class_map.png
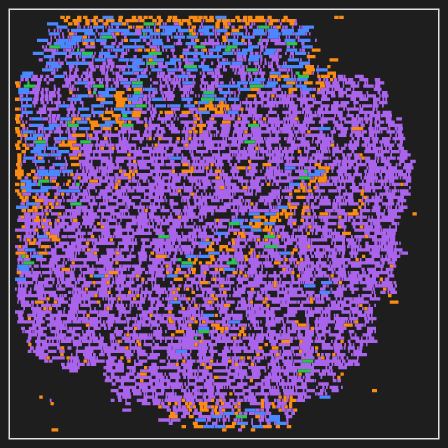
util_map.png
36 x 36 tiles, from black (low) to pale yellow (high), 0 to 100% covered.
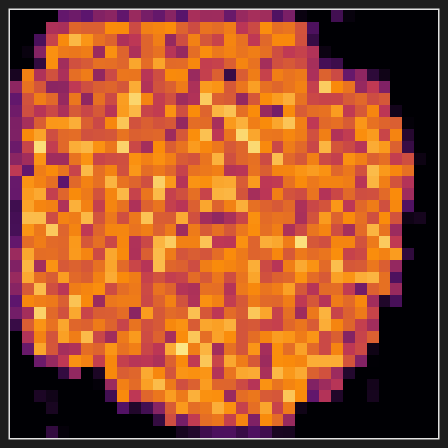
port_trees.png
Bar = 100 µm.
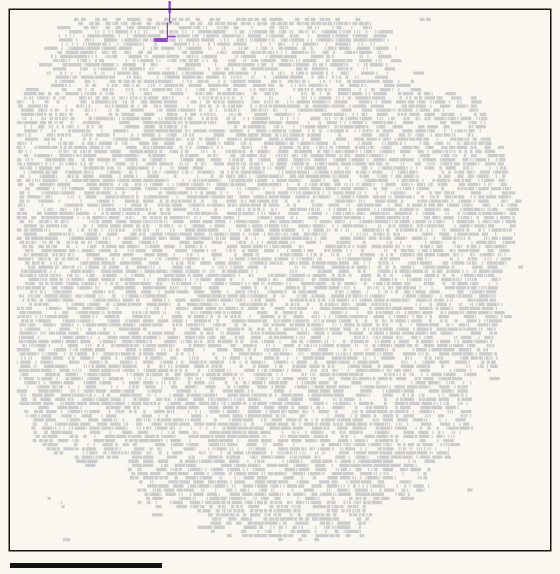
congestion_map.png
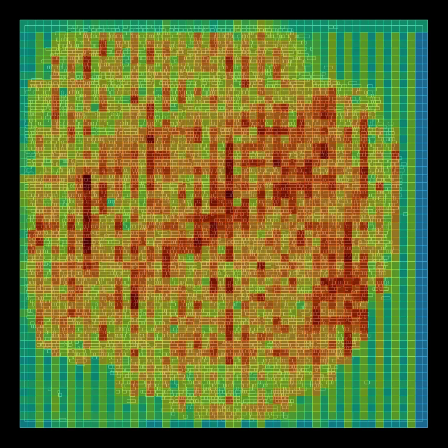
File: src/rtl/fft_dif_inv_butterfly_if.sv
// rtl/fft_dif_inv_butterfly_if.sv - handshake and data bundle for the inverse DIF butterfly
interface fft_dif_inv_butterfly_if #(
  parameter int DATA_WIDTH = 32
);
  logic                  in_valid;
  logic                  in_ready;
  logic [DATA_WIDTH-1:0] x_N;
  logic [DATA_WIDTH-1:0] x_M;
  logic [DATA_WIDTH-1:0] w_N;
  logic                  out_valid;
  logic                  out_ready;
  logic [DATA_WIDTH-1:0] y_N;
  logic [DATA_WIDTH-1:0] y_M;
  logic                  ovf;

  modport slave (
    input  in_valid, x_N, x_M, w_N, out_ready,
    output in_ready, out_valid, y_N, y_M, ovf
  );

  modport master (
    output in_valid, x_N, x_M, w_N, out_ready,
    input  in_ready, out_valid, y_N, y_M, ovf
  );
endinterface

File: src/rtl/fft_dif_inv_butterfly.sv
// rtl/fft_dif_inv_butterfly.sv - 3-stage inverse radix-2 DIF butterfly; IFFT_SCALE_EN enables per-stage 1/2 scaling
module fft_dif_inv_butterfly #(
  parameter int DATA_WIDTH = 32,
  parameter int TW_FRAC    = DATA_WIDTH/2 - 1
) (
  input  logic                    clk,
  input  logic                    rst_n,
  fft_dif_inv_butterfly_if.slave  bus
);

  localparam int H  = DATA_WIDTH/2;
  // Working width: full-precision product (2H+2) plus one guard bit for the rounding add.
  localparam int RW = 2*H + 3;

`ifdef IFFT_SCALE_EN
  localparam int SH_N = 1;
  localparam int SH_M = TW_FRAC + 1;
  localparam bit RND  = 1'b1;
`else
  localparam int SH_N = 0;
  localparam int SH_M = TW_FRAC;
  localparam bit RND  = 1'b0;
`endif

  // Returns {clipped, value}: optional half-LSB add, arithmetic shift, clamp to H bits.
  function automatic logic [H:0] round_sat(input logic signed [RW-1:0] v,
                                           input int sh, input bit rnd);
    logic signed [RW-1:0] half;
    logic signed [RW-1:0] r;
    logic signed [RW-1:0] maxv;
    logic signed [RW-1:0] minv;
    maxv         = '0;
    maxv[H-2:0]  = '1;
    minv         = '1;
    minv[H-2:0]  = '0;
    half = (rnd && (sh > 0)) ? (RW'(1) << (sh - 1)) : '0;
    r    = (v + half) >>> sh;
    if (r > maxv) begin
      round_sat = {1'b1, maxv[H-1:0]};
    end else if (r < minv) begin
      round_sat = {1'b1, minv[H-1:0]};
    end else begin
      round_sat = {1'b0, r[H-1:0]};
    end
  endfunction

  logic en;
  logic v1, v2, v3;

  logic signed [H-1:0] n1_r, n1_i, m1_r, m1_i, w1_r, w1_i;
  logic signed [H:0]   s2_r, s2_i, d2_r, d2_i;
  logic signed [H-1:0] w2_r, w2_i;

  logic [DATA_WIDTH-1:0] y_n_q, y_m_q;
  logic                  ovf_q;

  logic signed [RW-1:0] p_r, p_i;
  logic [H:0]           rn_r, rn_i, rm_r, rm_i;
  logic                 ovf_c;

  // A stalled stage 3 freezes the whole pipe; only out_ready reaches in_ready combinationally.
  assign en            = !v3 || bus.out_ready;
  assign bus.in_ready  = en;
  assign bus.out_valid = v3;
  assign bus.y_N       = y_n_q;
  assign bus.y_M       = y_m_q;
  assign bus.ovf       = ovf_q;

  // Valid bits advance together whenever the pipe is enabled.
  always_ff @(posedge clk or negedge rst_n) begin
    if (!rst_n) begin
      v1 <= 1'b0;
      v2 <= 1'b0;
      v3 <= 1'b0;
    end else if (en) begin
      v1 <= bus.in_valid;
      v2 <= v1;
      v3 <= v2;
    end
  end

  // Stage 1: capture the operands split into real/imag halves.
  always_ff @(posedge clk or negedge rst_n) begin
    if (!rst_n) begin
      n1_r <= '0; n1_i <= '0;
      m1_r <= '0; m1_i <= '0;
      w1_r <= '0; w1_i <= '0;
    end else if (en) begin
      n1_r <= bus.x_N[DATA_WIDTH-1:H]; n1_i <= bus.x_N[H-1:0];
      m1_r <= bus.x_M[DATA_WIDTH-1:H]; m1_i <= bus.x_M[H-1:0];
      w1_r <= bus.w_N[DATA_WIDTH-1:H]; w1_i <= bus.w_N[H-1:0];
    end
  end

  // Stage 2: one-bit-grown sum and difference, twiddle carried along.
  always_ff @(posedge clk or negedge rst_n) begin
    if (!rst_n) begin
      s2_r <= '0; s2_i <= '0;
      d2_r <= '0; d2_i <= '0;
      w2_r <= '0; w2_i <= '0;
    end else if (en) begin
      s2_r <= (H+1)'(n1_r) + (H+1)'(m1_r);
      s2_i <= (H+1)'(n1_i) + (H+1)'(m1_i);
      d2_r <= (H+1)'(n1_r) - (H+1)'(m1_r);
      d2_i <= (H+1)'(n1_i) - (H+1)'(m1_i);
      w2_r <= w1_r;
      w2_i <= w1_i;
    end
  end

  // Difference times conj(w) at full precision, then scale/round/clamp both legs.
  always_comb begin
    p_r   = RW'(d2_r) * RW'(w2_r) + RW'(d2_i) * RW'(w2_i);
    p_i   = RW'(d2_i) * RW'(w2_r) - RW'(d2_r) * RW'(w2_i);
    rn_r  = round_sat(RW'(s2_r), SH_N, RND);
    rn_i  = round_sat(RW'(s2_i), SH_N, RND);
    rm_r  = round_sat(p_r, SH_M, RND);
    rm_i  = round_sat(p_i, SH_M, RND);
    ovf_c = rn_r[H] | rn_i[H] | rm_r[H] | rm_i[H];
  end

  // Stage 3: registered outputs, held while the consumer stalls.
  always_ff @(posedge clk or negedge rst_n) begin
    if (!rst_n) begin
      y_n_q <= '0;
      y_m_q <= '0;
      ovf_q <= 1'b0;
    end else if (en) begin
      y_n_q <= {rn_r[H-1:0], rn_i[H-1:0]};
      y_m_q <= {rm_r[H-1:0], rm_i[H-1:0]};
      ovf_q <= v2 && ovf_c;
    end
  end

endmodule
File: src/flat_wrapper.sv
// flat-port wrapper written by rule: the top's interface ports become plain ports
module fft_dif_inv_butterfly_flat 
#(
  parameter int DATA_WIDTH = 32,
  parameter int TW_FRAC    = DATA_WIDTH/2 - 1
)
  (clk, rst_n, bus_in_valid, bus_x_N, bus_x_M, bus_w_N, bus_out_ready, bus_in_ready, bus_out_valid, bus_y_N, bus_y_M, bus_ovf);
  fft_dif_inv_butterfly_if #(.DATA_WIDTH(DATA_WIDTH)) bus_i ();
  input  logic clk;
  input  logic rst_n;
  input wire logic [$bits(bus_i.in_valid)-1:0] bus_in_valid;
  input wire logic [$bits(bus_i.x_N)-1:0] bus_x_N;
  input wire logic [$bits(bus_i.x_M)-1:0] bus_x_M;
  input wire logic [$bits(bus_i.w_N)-1:0] bus_w_N;
  input wire logic [$bits(bus_i.out_ready)-1:0] bus_out_ready;
  output wire logic [$bits(bus_i.in_ready)-1:0] bus_in_ready;
  output wire logic [$bits(bus_i.out_valid)-1:0] bus_out_valid;
  output wire logic [$bits(bus_i.y_N)-1:0] bus_y_N;
  output wire logic [$bits(bus_i.y_M)-1:0] bus_y_M;
  output wire logic [$bits(bus_i.ovf)-1:0] bus_ovf;
  assign bus_i.in_valid = bus_in_valid;
  assign bus_i.x_N = bus_x_N;
  assign bus_i.x_M = bus_x_M;
  assign bus_i.w_N = bus_w_N;
  assign bus_i.out_ready = bus_out_ready;
  assign bus_in_ready = bus_i.in_ready;
  assign bus_out_valid = bus_i.out_valid;
  assign bus_y_N = bus_i.y_N;
  assign bus_y_M = bus_i.y_M;
  assign bus_ovf = bus_i.ovf;
  fft_dif_inv_butterfly #(.DATA_WIDTH(DATA_WIDTH), .TW_FRAC(TW_FRAC)) u_core (.clk(clk), .rst_n(rst_n), .bus(bus_i));
endmodule
File: config.mk
export PLATFORM = sky130hd
export DESIGN_NAME = fft_dif_inv_butterfly_flat
export DESIGN_NICKNAME = d
export VERILOG_FILES = /design/src/rtl/fft_dif_inv_butterfly_if.sv /design/src/rtl/fft_dif_inv_butterfly.sv /design/src/flat_wrapper.sv
export SDC_FILE = /design/constraint.sdc
export NUM_CORES = 2
export LEC_CHECK = 0
export ABC_CLOCK_PERIOD_IN_PS = 7800
export CORE_MARGIN = 4
export CORE_UTILIZATION = 45
export DETAILED_ROUTE_END_ITERATION = 6
export PLACE_DENSITY = 0.61
export SYNTH_ARGS = -nofsm -noshare
export SYNTH_HDL_FRONTEND = slang
export SYNTH_SLANG_ARGS = --single-unit
File: constraint.sdc
create_clock -name clk -period 7.8 [get_ports clk]
set_clock_uncertainty 0.1 [all_clocks]
set_input_delay 1.56 -clock clk [delete_from_list [all_inputs] [get_ports clk]]
set_output_delay 1.56 -clock clk [all_outputs]
set_load 0.03 [all_outputs]
==> flow_summary.toml <==
# flow metrics
[run_status]
outcome = "finished with violations"
failed_checks = "setup timing"

[setup_path]
reg2reg_to = "u_core.bus.ovf$_DFFE_PN0P_"
worstSetupStartpointType = "flip-flop"
r2r.worst_path.cells = 32
reg2reg_setup_slack_ps = -390
critical_path.top_delay_family = "adder cells"
crit_buf_inv = 11
critPathArrivalTime_ps = 8550
slowest_stage = "fa_1"
path_depth = 32

[clocking]
clock_sinks = 262
cts-resized-gates = 108
root_buffer = "clkbuf_16"
post_cts_buffers = 34

[final_layout]
lay_top_cells = "inv_1 (1389), fa_1 (1212), nand2_1 (911)"
lay_top_count = "inv_1"
layout-drive-gt1-share = 0.1188
synthToLayoutAreaGrowth_pct = 17.66
num-fill-cells = 10790

[synth]
syn_inst = 5864
ys_seq_share = 0.1205
yosys_cells = 5864
yosys.area.top_type_share = 0.4549
synthTopCellsByCount = "inv_1 (1414), fa_1 (1236), nand2_1 (922), and2_1 (513), ha_1 (372)"
synth_top_cell_by_count = "inv_1"
xor_area_frac = 0.01838
syn-num-nets = 7572
ys.flop_type = "dfrtp_1"

[final_timing]
grt_setup_unrepaired = "true"
setup_viol = 33
holdWs_ps = 369.3
layout_setup_ws_ps = -388.0
tightest_slew_ps = 1258

[placement]
post_dp_cell_area_um2 = 61480

[job]
tool_warnings = 65

[route]
dr_total_vias = 39320
drtPass1Iterations = 5

[min_path]
min_from = "u_core.w1_i[5]$_DFFE_PN0P_"

[global_routing]
grt_antenna_before_repair = 6
grt_pass1_vias = 43040
## Picture notes: class_map.png
orange -> remaining buffers and delay cells  # cells 682
purple -> remaining logic cells  # cells 5325
blue -> registers  # cells 262
green -> clock drivers and dummy loads  # cells 59
row count: 127
Seq area share: 0.1028
Final Util: 0.5335
Core Area: 120000 µm²
design area: 64010 µm²

## Picture notes: util_map.png
mean over tiles = 49%
fullest tile = 95%
nearly empty tiles = 19%
core utilization at floorplan: 0.4534

## Picture notes: port_trees.png
purple -> `bus_out_valid`  # direction output, edge north, end cells 1, buffers 1, wire 25.1 µm
IO Pins: 167
Port-buffer cells: 166

## Picture notes: congestion_map.png
busiest grt layer: met2
GR Util met3: 0.02651
average wire per standard cell: 19.08 µm
Total GRT Usage: 0.2477
met2 Use GR: 0.4259

==> how the worst max path moves through the flow <==
stage | start | endpoint
2_1_floorplan | u_core.w2_r[15]$_DFFE_PN0P_ | u_core.bus.y_M[16]$_DFFE_PN0P_
3_3_place_gp | u_core.w2_i[1]$_DFFE_PN0P_ | u_core.bus.ovf$_DFFE_PN0P_
3_5_place_dp | u_core.d2_r[12]$_DFFE_PN0P_ | u_core.bus.ovf$_DFFE_PN0P_
4_1_cts | u_core.d2_i[10]$_DFFE_PN0P_ | u_core.bus.y_M[4]$_DFFE_PN0P_
5_1_grt | u_core.d2_r[16]$_DFFE_PN0P_ | u_core.bus.y_M[29]$_DFFE_PN0P_
6_report | u_core.d2_i[9]$_DFFE_PN0P_ | u_core.bus.ovf$_DFFE_PN0P_
==> registers in the layout, indices dropped and copies added, names as in the netlist, 17 cells and up <==
signal,flops
u_core.d2_i,17
u_core.d2_r,17
u_core.bus.y_M,32
u_core.bus.y_N,32
==> per-layer routing <==
layer	GRT usage	part of all wire
met4	0.08471	0.045
met1	0.3281	0.41
met3	0.02651	0.048
met2	0.4259	0.50
met5	0	0.00018
==> cell type report <==
| cell class | instances | area, µm² | share of cell area |
|---|---|---|---|
| flip-flops and latches | 262 | 6578 | 0.1028 |
| multi-input cells | 3907 | 42030 | 0.6566 |
| repair buffers | 682 | 6867 | 0.1073 |
| clock inverters | 18 | 246.5 | 0.003851 |
| diodes | 4 | 10.01 | 0.0001564 |
| well taps | 1612 | 2017 | 0.03151 |
| inverters | 1418 | 5341 | 0.08345 |
| clock buffers | 41 | 918.4 | 0.01435 |
